File: src/rtl/axi_slave_pkg.sv
// axi_slave_pkg: shared burst/response/state types and beat-size helper for axi_slave_mem.
package axi_slave_pkg;
    typedef enum logic [1:0] {FIXED = 2'b00, INCR = 2'b01, WRAP = 2'b10} burst_t;
    typedef enum logic [1:0] {OKAY = 2'b00, EXOKAY = 2'b01, SLVERR = 2'b10, DECERR = 2'b11} resp_t;
    typedef enum logic [1:0] {W_IDLE, W_DATA, W_RESP} wr_state_t;
    typedef enum logic {R_IDLE, R_DATA} rd_state_t;
    function automatic int BYTES_PER_BEAT(input int data_w);
        return data_w / 8;
    endfunction
endpackage

File: src/rtl/axi_slave_mem_array.sv
// axi_slave_mem_array: word memory, strobed sync write, async read.
// AXI_SLV_MEM_INIT_EN clears all words on rst; otherwise contents survive reset.
module axi_slave_mem_array
    import axi_slave_pkg::*;
#(
    parameter int DATA_W    = 8,
    parameter int MEM_DEPTH = 256,
    parameter int IDX_W     = 8
)(
    input  logic                clk,
    input  logic                rst,
    input  logic                we,
    input  logic [IDX_W-1:0]    waddr,
    input  logic [DATA_W-1:0]   wdata,
    input  logic [DATA_W/8-1:0] wstrb,
    input  logic [IDX_W-1:0]    raddr,
    output logic [DATA_W-1:0]   rdata
);
    localparam int NB = BYTES_PER_BEAT(DATA_W);
    logic [DATA_W-1:0] mem_q [MEM_DEPTH];
    assign rdata = mem_q[raddr];
`ifdef AXI_SLV_MEM_INIT_EN
    always_ff @(posedge clk or posedge rst) begin
        if (rst) begin
            for (int i = 0; i < MEM_DEPTH; i++) mem_q[i] <= '0;
        end else if (we) begin
            for (int b = 0; b < NB; b++) if (wstrb[b]) mem_q[waddr][8*b +: 8] <= wdata[8*b +: 8];
        end
    end
`else
    logic unused_rst;
    assign unused_rst = rst;
    always_ff @(posedge clk) begin
        if (we) begin
            for (int b = 0; b < NB; b++) if (wstrb[b]) mem_q[waddr][8*b +: 8] <= wdata[8*b +: 8];
        end
    end
`endif
endmodule

File: src/rtl/axi_slave_mem.sv
// axi_slave_mem: AXI4 burst responder over an internal word memory, independent write/read FSMs.
// Define AXI_SLV_MEM_INIT_EN to clear the memory on areset.
module axi_slave_mem
    import axi_slave_pkg::*;
#(
    parameter int ADDR_W    = 8,
    parameter int DATA_W    = 8,
    parameter int ID_W      = 4,
    parameter int MEM_DEPTH = 256
)(
    input  logic                aclk,
    input  logic                areset,
    input  logic [ID_W-1:0]     awid,
    input  logic [ADDR_W-1:0]   awaddr,
    input  logic [7:0]          awlen,
    input  logic [2:0]          awsize,
    input  logic [1:0]          awburst,
    input  logic                awvalid,
    output logic                awready,
    input  logic [DATA_W-1:0]   wdata,
    input  logic [DATA_W/8-1:0] wstrb,
    input  logic                wlast,
    input  logic                wvalid,
    output logic                wready,
    output logic [ID_W-1:0]     bid,
    output logic [1:0]          bresp,
    output logic                bvalid,
    input  logic                bready,
    input  logic [ID_W-1:0]     arid,
    input  logic [ADDR_W-1:0]   araddr,
    input  logic [7:0]          arlen,
    input  logic [2:0]          arsize,
    input  logic [1:0]          arburst,
    input  logic                arvalid,
    output logic                arready,
    output logic [ID_W-1:0]     rid,
    output logic [DATA_W-1:0]   rdata,
    output logic [1:0]          rresp,
    output logic                rlast,
    output logic                rvalid,
    input  logic                rready
);
    localparam int BPB   = BYTES_PER_BEAT(DATA_W);
    localparam int SHIFT = $clog2(BPB);
    localparam int IDX_W = MEM_DEPTH > 1 ? $clog2(MEM_DEPTH) : 1;

    function automatic logic [IDX_W-1:0] word_idx(input logic [ADDR_W-1:0] a);
        return IDX_W'((32'(a) >> SHIFT) % MEM_DEPTH);
    endfunction

    function automatic logic bad_req(input logic [1:0] burst, input logic [2:0] size);
        return burst[1] || size != 3'(SHIFT);
    endfunction

    wr_state_t         wst_q, wst_d;
    logic              awready_q, awready_d, wready_q, wready_d, bvalid_q, bvalid_d;
    logic [ID_W-1:0]   bid_q, bid_d;
    resp_t             bresp_q, bresp_d;
    logic [ADDR_W-1:0] waddr_q, waddr_d;
    logic [7:0]        wlen_q, wlen_d, wcnt_q, wcnt_d;
    logic              wfixed_q, wfixed_d, werr_q, werr_d, wlerr_q, wlerr_d;

    rd_state_t         rdst_q, rdst_d;
    logic              arready_q, arready_d, rvalid_q, rvalid_d, rlast_q, rlast_d;
    logic [ID_W-1:0]   rid_q, rid_d;
    resp_t             rresp_q, rresp_d;
    logic [DATA_W-1:0] rdata_q, rdata_d, mem_rdata;
    logic [ADDR_W-1:0] raddr_q, raddr_d, rnext;
    logic [7:0]        rlen_q, rlen_d, rcnt_q, rcnt_d;
    logic              rfixed_q, rfixed_d, rerr_q, rerr_d;

    logic wbeat, wend, rbeat;

    assign wbeat = wready_q && wvalid;
    assign wend  = wcnt_q == wlen_q;
    assign rbeat = rvalid_q && rready;
    assign rnext = rfixed_q ? raddr_q : raddr_q + ADDR_W'(BPB);

    axi_slave_mem_array #(.DATA_W(DATA_W), .MEM_DEPTH(MEM_DEPTH), .IDX_W(IDX_W)) u_mem (
        .clk   (aclk),
        .rst   (areset),
        .we    (wbeat && !werr_q),
        .waddr (word_idx(waddr_q)),
        .wdata (wdata),
        .wstrb (wstrb),
        .raddr (word_idx(rdst_q == R_IDLE ? araddr : rnext)),
        .rdata (mem_rdata)
    );

    always_comb begin
        wst_d = wst_q; awready_d = awready_q; wready_d = wready_q; bvalid_d = bvalid_q;
        bid_d = bid_q; bresp_d = bresp_q; waddr_d = waddr_q; wlen_d = wlen_q; wcnt_d = wcnt_q;
        wfixed_d = wfixed_q; werr_d = werr_q; wlerr_d = wlerr_q;
        if (wst_q == W_IDLE && awvalid && awready_q) begin
            wst_d = W_DATA; awready_d = 1'b0; wready_d = 1'b1;
            bid_d = awid; waddr_d = awaddr; wlen_d = awlen; wcnt_d = '0;
            wfixed_d = awburst == FIXED; werr_d = bad_req(awburst, awsize); wlerr_d = 1'b0;
        end else if (wst_q == W_DATA && wbeat) begin
            waddr_d = wfixed_q ? waddr_q : waddr_q + ADDR_W'(BPB);
            wcnt_d  = wcnt_q + 8'd1;
            wlerr_d = wlerr_q || (wlast != wend);
            if (wend) begin
                wst_d = W_RESP; wready_d = 1'b0; bvalid_d = 1'b1;
                bresp_d = (werr_q || wlerr_d) ? SLVERR : OKAY;
            end
        end else if (wst_q == W_RESP && bready) begin
            wst_d = W_IDLE; bvalid_d = 1'b0; awready_d = 1'b1;
        end
    end

    always_ff @(posedge aclk or posedge areset) begin
        if (areset) begin
            wst_q <= W_IDLE; awready_q <= 1'b1; wready_q <= 1'b0; bvalid_q <= 1'b0;
            bid_q <= '0; bresp_q <= OKAY; waddr_q <= '0; wlen_q <= '0; wcnt_q <= '0;
            wfixed_q <= 1'b0; werr_q <= 1'b0; wlerr_q <= 1'b0;
        end else begin
            wst_q <= wst_d; awready_q <= awready_d; wready_q <= wready_d; bvalid_q <= bvalid_d;
            bid_q <= bid_d; bresp_q <= bresp_d; waddr_q <= waddr_d; wlen_q <= wlen_d; wcnt_q <= wcnt_d;
            wfixed_q <= wfixed_d; werr_q <= werr_d; wlerr_q <= wlerr_d;
        end
    end

    // Read beat is registered one ahead so a stalled beat cannot change under a concurrent write.
    always_comb begin
        rdst_d = rdst_q; arready_d = arready_q; rvalid_d = rvalid_q; rlast_d = rlast_q;
        rid_d = rid_q; rresp_d = rresp_q; rdata_d = rdata_q; raddr_d = raddr_q;
        rlen_d = rlen_q; rcnt_d = rcnt_q; rfixed_d = rfixed_q; rerr_d = rerr_q;
        if (rdst_q == R_IDLE && arvalid && arready_q) begin
            rdst_d = R_DATA; arready_d = 1'b0; rvalid_d = 1'b1;
            rid_d = arid; raddr_d = araddr; rlen_d = arlen; rcnt_d = '0;
            rfixed_d = arburst == FIXED; rerr_d = bad_req(arburst, arsize);
            rlast_d = arlen == 8'd0;
            rresp_d = rerr_d ? SLVERR : OKAY;
            rdata_d = rerr_d ? '0 : mem_rdata;
        end else if (rbeat && rlast_q) begin
            rdst_d = R_IDLE; rvalid_d = 1'b0; rlast_d = 1'b0; arready_d = 1'b1;
        end else if (rbeat) begin
            raddr_d = rnext; rcnt_d = rcnt_q + 8'd1;
            rlast_d = rcnt_d == rlen_q;
            rdata_d = rerr_q ? '0 : mem_rdata;
        end
    end

    always_ff @(posedge aclk or posedge areset) begin
        if (areset) begin
            rdst_q <= R_IDLE; arready_q <= 1'b1; rvalid_q <= 1'b0; rlast_q <= 1'b0;
            rid_q <= '0; rresp_q <= OKAY; rdata_q <= '0; raddr_q <= '0;
            rlen_q <= '0; rcnt_q <= '0; rfixed_q <= 1'b0; rerr_q <= 1'b0;
        end else begin
            rdst_q <= rdst_d; arready_q <= arready_d; rvalid_q <= rvalid_d; rlast_q <= rlast_d;
            rid_q <= rid_d; rresp_q <= rresp_d; rdata_q <= rdata_d; raddr_q <= raddr_d;
            rlen_q <= rlen_d; rcnt_q <= rcnt_d; rfixed_q <= rfixed_d; rerr_q <= rerr_d;
        end
    end

    assign awready = awready_q;
    assign wready  = wready_q;
    assign bvalid  = bvalid_q;
    assign bid     = bid_q;
    assign bresp   = bresp_q;
    assign arready = arready_q;
    assign rvalid  = rvalid_q;
    assign rlast   = rlast_q;
    assign rid     = rid_q;
    assign rresp   = rresp_q;
    assign rdata   = rdata_q;
endmodule

File: config.mk
export PLATFORM = sky130hd
export DESIGN_NAME = axi_slave_mem
export DESIGN_NICKNAME = d
export VERILOG_FILES = /design/src/rtl/axi_slave_pkg.sv /design/src/rtl/axi_slave_mem_array.sv /design/src/rtl/axi_slave_mem.sv
export SDC_FILE = /design/constraint.sdc
export NUM_CORES = 2
export LEC_CHECK = 0
export ABC_AREA = 1
export CAP_MARGIN = 25
export CORE_UTILIZATION = 40
export CTS_BUF_LIST = sky130_fd_sc_hd__clkbuf_4
export DETAILED_ROUTE_END_ITERATION = 8
export GPL_ROUTABILITY_DRIVEN = 0
export PLACE_DENSITY = 0.65
export SLEW_MARGIN = 20
export SYNTH_ARGS = -nofsm -noshare
export SYNTH_HDL_FRONTEND = slang
export SYNTH_HIERARCHICAL = 1
export SYNTH_SLANG_ARGS = --single-unit
File: constraint.sdc
create_clock -name aclk -period 3.3 [get_ports aclk]
set_input_delay 0.495 -clock aclk [delete_from_list [all_inputs] [get_ports aclk]]
set_output_delay 0.495 -clock aclk [all_outputs]
set_load 0.03 [all_outputs]
Figure 1. Placement by cell class.
Bar = 100 um. Fill, decap, tap and diode cells in gray.
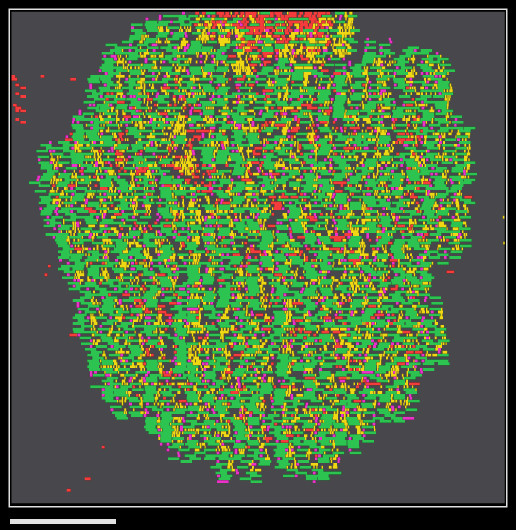
Key: yellow = all other logic [cells 4887]; red = other buffers and delay cells [cells 744]; magenta = clock drivers and dummy loads [cells 915]; green = flip-flops [cells 2126]

Figure 2. Cell outlines without signal wires.
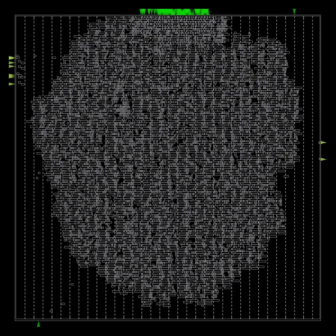
Seq area share: 0.615
Finished Core Util: 0.475
CORE AREA: 217000 um2
number of sequential cells in the layout: 2126
post-route non-filler standard cell count: 11500

Figure 3. Signal wires by layer.
Bar = 100 um.
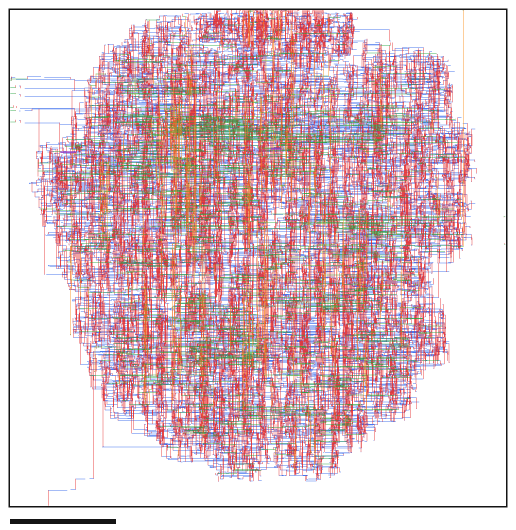
Key: orange = met4 [wire length 9690 um]; green = met3 [wire length 25.3 mm]; purple = met5 [wire length 21.2 um]; red = met2 [wire length 118 mm]; blue = met1 [wire length 97.8 mm]

==> flow_metrics.env <==
# implementation run metrics
export IMPL_max_slew_margin_rel=0.363
export IMPL_timing_final_setup_violations=0
export IMPL_registers_top_by_ff_count="u_mem/mem_q"
export IMPL_dp_final_hpwl_mm=151
export IMPL_io_buffers=90
export IMPL_grt_setup_unrepaired="yes"
export IMPL_layout_area_comb_um2=21400
export IMPL_wl_per_cell_um=21.8
export IMPL_detailedPlace_worstSlack_ns=-0.725
export IMPL_initCoreUtil=0.403
export IMPL_layout_top_cell="sky130_fd_sc_hd__nand2_1"
export IMPL_fillCellCount=19000
export IMPL_layout_worst_path_cycle_share=0.987
export IMPL_register_area_um2=63500
export IMPL_placed_cells=10500
export IMPL_power_total_mw=57.5
export IMPL_synth_compound_gate_area_share=0.00561
export IMPL_openroad_warnings=29
export IMPL_crit_cells=19
export IMPL_final_worst_path_period_need_ns=3.26
export IMPL_antenna_violation_net_count_after_detailed_routing=0
export IMPL_timing_critical_path_slowest_stage_cell="sky130_fd_sc_hd__dfrtp_1"
export IMPL_clock_buffer_count=804
export IMPL_detail_route_vias_per_cell=5.44
export IMPL_grt_max_degree=98
export IMPL_power_density_nw_per_um2=557
export IMPL_yosys_most_used_dff="sky130_fd_sc_hd__edfxtp_1"
export IMPL_leakage_nw=37.9
export IMPL_timing_max_cap_violations=0
export IMPL_crit_path_max_incr_delay_ns=0.39
export IMPL_synth_async_sr_flop_share=0.0367
export IMPL_groute_layer_met1_usage=0.292
export IMPL_cts_buffer_depth=4
export IMPL_lay_top_cells="sky130_fd_sc_hd__nand2_1, sky130_fd_sc_hd__edfxtp_1, sky130_fd_sc_hd__nand3_1, sky130_fd_sc_hd__clkbuf_4, sky130_fd_sc_hd__buf_4"
export IMPL_grt_util_all_layers=0.224
export IMPL_comb_area_share=0.208
export IMPL_synthDominantAreaCellType="sky130_fd_sc_hd__edfxtp_1"
export IMPL_clock_area_frac=0.0637
export IMPL_whs_ns=0.165
export IMPL_r2r_end="rdata[6]"
export IMPL_largest_family_of_logic_cells_by_area="simple AND/OR/NAND/NOR gates"
export IMPL_vias_in_the_first_global_route=61200
export IMPL_grt_pass1_wl_mm=376
export IMPL_antenna_cells_inserted=7
export IMPL_clkTransAtPathRegs_ns=0.07
export IMPL_whs_path_depth=5
export IMPL_htreeDepth=6
export IMPL_grt_antenna_before_repair=8
export IMPL_final_signal_buffer_count=744
export IMPL_met3WireLength_mm=25.3
export IMPL_nNonClkInverters=100
export IMPL_worstMarginPinSlew_ns=0.955
export IMPL_ys_warn_count=6
export IMPL_critPathCaptureType="flop"
export IMPL_reg2reg_depth=19
export IMPL_power_clock_mw=21.8
export IMPL_xor_area_frac=0.00120
export IMPL_sequentialPower_mw=30.1
export IMPL_run_status="complete, no violations"
export IMPL_edf_count=2048
export IMPL_critPathArrivalTime_ns=4.56
export IMPL_critical_path_top_delay_family="simple AND/OR/NAND/NOR gates"
export IMPL_ys_seq_elements=2126
export IMPL_worstSetupStartpoint="raddr_q[1]"
export IMPL_ctsHoldBuffers=80
export IMPL_critical_path_endpoint="rdata[6]"
export IMPL_cts_tree="done"
export IMPL_synth_area_um2=87400
export IMPL_synth_cells_yosys=7510
export IMPL_die_width_um=470
export IMPL_synthDominantCellAreaShare=0.703
export IMPL_worst_hold_startpoint="arvalid"
export IMPL_power_switching_share=0.253
export IMPL_cts_sinks=2126
export IMPL_final_net_count=8389
export IMPL_criticalPathCategory="reg2reg"
export IMPL_cts_root_buf="sky130_fd_sc_hd__clkbuf_4"
export IMPL_chip_area_um2=220000
export IMPL_post_route_cell_area_um2=103000
export IMPL_cell_area_reported_after_detailed_placement_um2=95100
export IMPL_yosys_area_share_adder=0.000572
export IMPL_drt_initial_drc_count=7234
